Figure 1. Clock wires, drivers and flops.
(6 px per um)
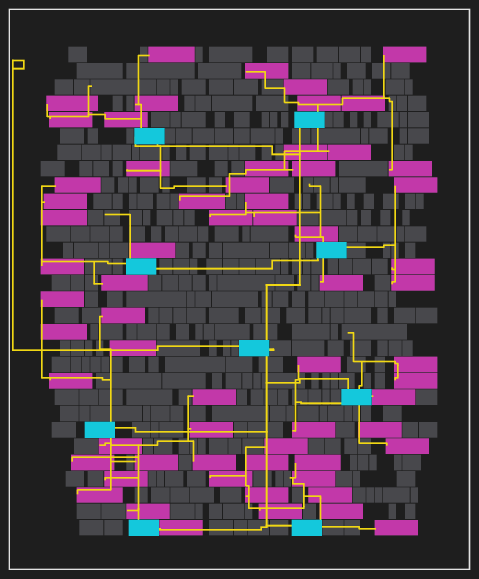
Figure 2. Clock wiring as the flow saved it.
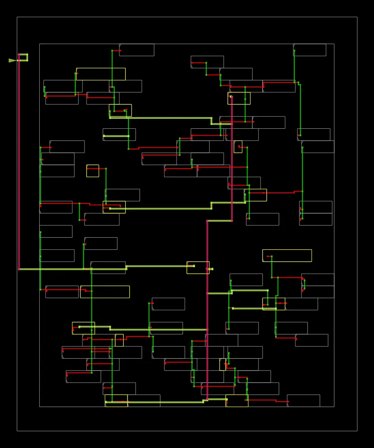
Figure 3. Cells colored by class.
(4 px per um) Fill, decap, tap and diode cells in gray.
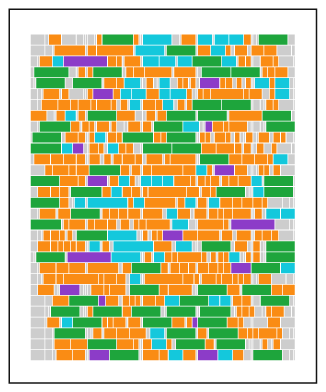
Figure 4. Cell density map.
(3 px per um) 8 x 9 tiles, from black (low) to pale yellow (high), 0 to 100% covered.
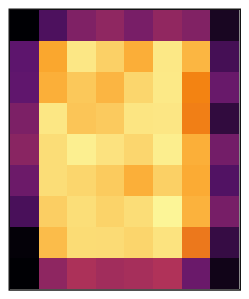
**src/rtl/ps2_host_tx.sv**
```systemverilog
// rtl/ps2_host_tx.sv - PS/2 host-to-device command transmitter
// Inhibits the bus, requests to send, clocks out one byte with odd parity and checks the device ACK.
module ps2_host_tx #(
  parameter int INHIBIT_CYCLES = 12000,
  parameter int RTS_CYCLES     = 20,
  parameter int FILTER_LEN     = 8,
  parameter int TIMEOUT_CYCLES = 1500000
) (
  input  logic       clk,
  input  logic       rst,
  input  logic [7:0] tx_data,
  input  logic       tx_start,
  input  logic       kc,
  input  logic       kd,
  output logic       kc_drive_low,
  output logic       kd_drive_low,
  output logic       busy,
  output logic       done,
  output logic       error,
  output logic [1:0] error_code
);

  localparam int FW = $clog2(FILTER_LEN + 1);

  localparam logic [2:0] S_IDLE         = 3'd0;
  localparam logic [2:0] S_INHIBIT      = 3'd1;
  localparam logic [2:0] S_RTS          = 3'd2;
  localparam logic [2:0] S_SEND         = 3'd3;
  localparam logic [2:0] S_ACK          = 3'd4;
  localparam logic [2:0] S_RELEASE_WAIT = 3'd5;

  logic          kc_meta_q, kc_meta_d, kc_sync_q, kc_sync_d;
  logic          kd_meta_q, kd_meta_d, kd_sync_q, kd_sync_d;
  logic          kc_filt_q, kc_filt_d;
  logic [FW-1:0] filt_cnt_q, filt_cnt_d;
  logic [2:0]    state_q, state_d;
  logic [31:0]   cnt_q, cnt_d;
  logic [3:0]    bit_idx_q, bit_idx_d;
  logic [7:0]    data_q, data_d;
  logic          parity_q, parity_d;
  logic          kc_drv_q, kc_drv_d;
  logic          kd_drv_q, kd_drv_d;
  logic          busy_q, busy_d;
  logic          done_q, done_d;
  logic          error_q, error_d;
  logic [1:0]    err_code_q, err_code_d;
  logic          kc_fall;
  logic          timeout_hit;

  always_comb begin
    kc_meta_d = kc;
    kc_sync_d = kc_meta_q;
    kd_meta_d = kd;
    kd_sync_d = kd_meta_q;

    // A new kc level is accepted only after FILTER_LEN consecutive differing samples.
    kc_filt_d  = kc_filt_q;
    filt_cnt_d = '0;
    if (kc_sync_q != kc_filt_q) begin
      if (filt_cnt_q == FW'(FILTER_LEN - 1)) begin
        kc_filt_d = kc_sync_q;
      end else begin
        filt_cnt_d = filt_cnt_q + 1'b1;
      end
    end
    kc_fall     = kc_filt_q & ~kc_filt_d;
    timeout_hit = (cnt_q == 32'(TIMEOUT_CYCLES - 1));

    state_d    = state_q;
    cnt_d      = cnt_q;
    bit_idx_d  = bit_idx_q;
    data_d     = data_q;
    parity_d   = parity_q;
    kc_drv_d   = kc_drv_q;
    kd_drv_d   = kd_drv_q;
    busy_d     = busy_q;
    done_d     = 1'b0;
    error_d    = 1'b0;
    err_code_d = err_code_q;

    case (state_q)
      S_IDLE: begin
        kc_drv_d = 1'b0;
        kd_drv_d = 1'b0;
        if (tx_start) begin
          data_d     = tx_data;
          parity_d   = ~^tx_data;
          err_code_d = 2'b00;
          busy_d     = 1'b1;
          kc_drv_d   = 1'b1;
          cnt_d      = '0;
          state_d    = S_INHIBIT;
        end
      end
      S_INHIBIT: begin
        if (cnt_q == 32'(INHIBIT_CYCLES - 1)) begin
          cnt_d    = '0;
          kd_drv_d = 1'b1;
          state_d  = S_RTS;
        end else begin
          cnt_d = cnt_q + 32'd1;
        end
      end
      S_RTS: begin
        if (cnt_q == 32'(RTS_CYCLES - 1)) begin
          cnt_d     = '0;
          kc_drv_d  = 1'b0;
          kd_drv_d  = 1'b1;
          bit_idx_d = '0;
          state_d   = S_SEND;
        end else begin
          cnt_d = cnt_q + 32'd1;
        end
      end
      S_SEND, S_ACK, S_RELEASE_WAIT: begin
        cnt_d = kc_fall ? 32'd0 : cnt_q + 32'd1;
        if (state_q == S_RELEASE_WAIT && kd_sync_q && kc_filt_q) begin
          done_d  = 1'b1;
          busy_d  = 1'b0;
          state_d = S_IDLE;
        end else if (kc_fall) begin
          if (state_q == S_SEND) begin
            bit_idx_d = bit_idx_q + 4'd1;
            if (bit_idx_q < 4'd8) begin
              kd_drv_d = ~data_q[bit_idx_q[2:0]];
            end else if (bit_idx_q == 4'd8) begin
              kd_drv_d = ~parity_q;
            end else begin
              kd_drv_d = 1'b0;
              state_d  = S_ACK;
            end
          end else if (state_q == S_ACK) begin
            if (!kd_sync_q) begin
              state_d = S_RELEASE_WAIT;
            end else begin
              error_d    = 1'b1;
              err_code_d = 2'b10;
              busy_d     = 1'b0;
              kc_drv_d   = 1'b0;
              kd_drv_d   = 1'b0;
              state_d    = S_IDLE;
            end
          end
        end else if (timeout_hit) begin
          error_d    = 1'b1;
          err_code_d = 2'b01;
          busy_d     = 1'b0;
          kc_drv_d   = 1'b0;
          kd_drv_d   = 1'b0;
          state_d    = S_IDLE;
        end
      end
      default: begin
        kc_drv_d = 1'b0;
        kd_drv_d = 1'b0;
        busy_d   = 1'b0;
        state_d  = S_IDLE;
      end
    endcase
  end

  always_ff @(posedge clk) begin
    if (rst) begin
      kc_meta_q  <= 1'b1;
      kc_sync_q  <= 1'b1;
      kd_meta_q  <= 1'b1;
      kd_sync_q  <= 1'b1;
      kc_filt_q  <= 1'b1;
      filt_cnt_q <= '0;
      state_q    <= S_IDLE;
      cnt_q      <= '0;
      bit_idx_q  <= '0;
      data_q     <= '0;
      parity_q   <= 1'b0;
      kc_drv_q   <= 1'b0;
      kd_drv_q   <= 1'b0;
      busy_q     <= 1'b0;
      done_q     <= 1'b0;
      error_q    <= 1'b0;
      err_code_q <= 2'b00;
    end else begin
      kc_meta_q  <= kc_meta_d;
      kc_sync_q  <= kc_sync_d;
      kd_meta_q  <= kd_meta_d;
      kd_sync_q  <= kd_sync_d;
      kc_filt_q  <= kc_filt_d;
      filt_cnt_q <= filt_cnt_d;
      state_q    <= state_d;
      cnt_q      <= cnt_d;
      bit_idx_q  <= bit_idx_d;
      data_q     <= data_d;
      parity_q   <= parity_d;
      kc_drv_q   <= kc_drv_d;
      kd_drv_q   <= kd_drv_d;
      busy_q     <= busy_d;
      done_q     <= done_d;
      error_q    <= error_d;
      err_code_q <= err_code_d;
    end
  end

  assign kc_drive_low = kc_drv_q;
  assign kd_drive_low = kd_drv_q;
  assign busy         = busy_q;
  assign done         = done_q;
  assign error        = error_q;
  assign error_code   = err_code_q;

endmodule

```
**config.mk**
```make
export PLATFORM = sky130hd
export DESIGN_NAME = ps2_host_tx
export DESIGN_NICKNAME = d
export VERILOG_FILES = /design/src/rtl/ps2_host_tx.sv
export SDC_FILE = /design/constraint.sdc
export NUM_CORES = 1
export LEC_CHECK = 0
export ABC_AREA = 0
export CORE_ASPECT_RATIO = 1.25
export CORE_MARGIN = 5
export CORE_UTILIZATION = 59
export DETAILED_ROUTE_END_ITERATION = 12
export HOLD_SLACK_MARGIN = 0.15
export PLACE_DENSITY = 0.79
export RECOVER_POWER = 25
export SETUP_SLACK_MARGIN = 0.3
export SYNTH_ARGS = -nofsm -noshare
export SYNTH_HDL_FRONTEND = slang
export SYNTH_SLANG_ARGS = --single-unit
```
**constraint.sdc**
```tcl
create_clock -name clk -period 2.4 [get_ports clk]
set_input_delay 0.48 -clock clk [delete_from_list [all_inputs] [get_ports clk]]
set_output_delay 0.48 -clock clk [all_outputs]
set_load 0.01 [all_outputs]
```
==> run_results.csv <==
group,metric,value,unit
floorplanning,fp_util,0.6028,
floorplanning,die_w,76.47,um
final_layout,area_delta_synth_final,39.40,%
synth,synthFlopType,"dfxtp_1",
clock_network,cts_root_buffer,"clkbuf_8",
outcome,status,"finished clean",
placed_design,io_buffers,19,
placed_design,postPlaceCellArea,0.003662,mm2
setup_path,r2r_end,"cnt_q[12]",
clock_network,clk_pin_slew_worst_paths,0.07,ns
synth,synth_top_cell_by_count,"dfxtp_1",
synth,ys_seq_share,0.3932,
setup_path,r2r-start,"cnt_q[15]",
synth,yosys_warnings,0,
synth,netlist_instances,402,
pwr,power_frac_comb,0.382,
floorplanning,die_h,93.09,um
setup_path,cp_slowest_stage_delay,0.47,ns
final_layout,final-seq-area,0.001297,mm2
synth,synth-async-reset-ratio,0,
route,dr_wl_met3,669,um
setup_path,path_class,"flop to flop",
setup_path,cp-end-kind,"flop",
route,wirelength,10.52,mm
setup_path,cp-endpoint,"cnt_q[12]",
synth,syn_area_per_cell,8.105,um2
pwr,comb-power,1450,uW
setup_path,r2r_setup_slack,0.01,ns
final_layout,layout_top_cell,"dfxtp_1",
timing,worst_pin_slew,0.6691,ns
grt,use_met3,0.07129,
grt,grt_pass1_wl,14.81,mm
setup_path,cp_data_required_time,2.65,ns
grt,use_met1,0.2616,
final_layout,antenna_cells,0,
pwr,power_switching,1265,uW
grt,met2_usage,0.4700,
synth,synth.cellmix.compoundShare,0.1283,
pwr,p_int,2534,uW
setup_path,cp.arrival,2.64,ns
timing,fin_skew,0.009068,ns
grt,grtUsageTotal,0.2609,
synth,xor_share,0.09140,
floorplanning,taps,64,
pwr,leakagePower,0.001606,uW
placed_design,place_inst,491,
-- Figure 1 (at the start) --
- cells driving clock nets: cyan (count 9)
- flip-flops: magenta (count 64)
- clock wires: yellow (length 859 um)
- routed clock nets: 10
- flops lie: all over the die

-- Figure 2 (at the start) --
registers: 64
CTS sink cnt: 64
clock network power: 1120 uW
Clock Latency Late Sink: 0.36 ns

-- Figure 3 (at the start) --
- flops: green (cells 64; share of their area 29%)
- other buffers and delay cells: cyan (cells 62; share of their area 14%)
- clock drivers and dummy loads: purple (cells 16; share of their area 5.3%)
- all other logic: orange (cells 321; share of their area 52%)

-- Figure 4 (at the start) --
- tiles over 75% full: 54%
- mean over tiles: 63%
- nearly empty tiles: 4.2%
- fullest tile: 98%

-- logic make-up (layout without fill, tap and decap cells) --
logic type,Yosys count,count (layout)
adder cells (fa/ha/maj),4,4
buffers and inverters,29,90
multiplexers,6,6
XOR/XNOR,34,34
flip-flops,64,64
AND-OR/OR-AND,62,62
AND/OR/NAND/NOR,203,203
-- per-stage QoR --
step                      hold WS [ns]    TNS, ns    util
after global routing            0.4253     -1.500  0.8403
after detailed placement        0.3933  -0.008205  0.6775
after floorplan                 0.3895          0       -
final                           0.4088          0  0.8403
after CTS                       0.4094          0  0.7671
after global placement          0.3908          0  0.6775
-- registers in the layout, indices dropped and copies added (netlist names), 2 cells and up --
signal / count
state_q: 3
bit_idx_q: 4
data_q: 8
error_code: 2
cnt_q: 32
filt_cnt_q: 4
Power figures rest on the tool's default switching activity, not on a simulated workload.
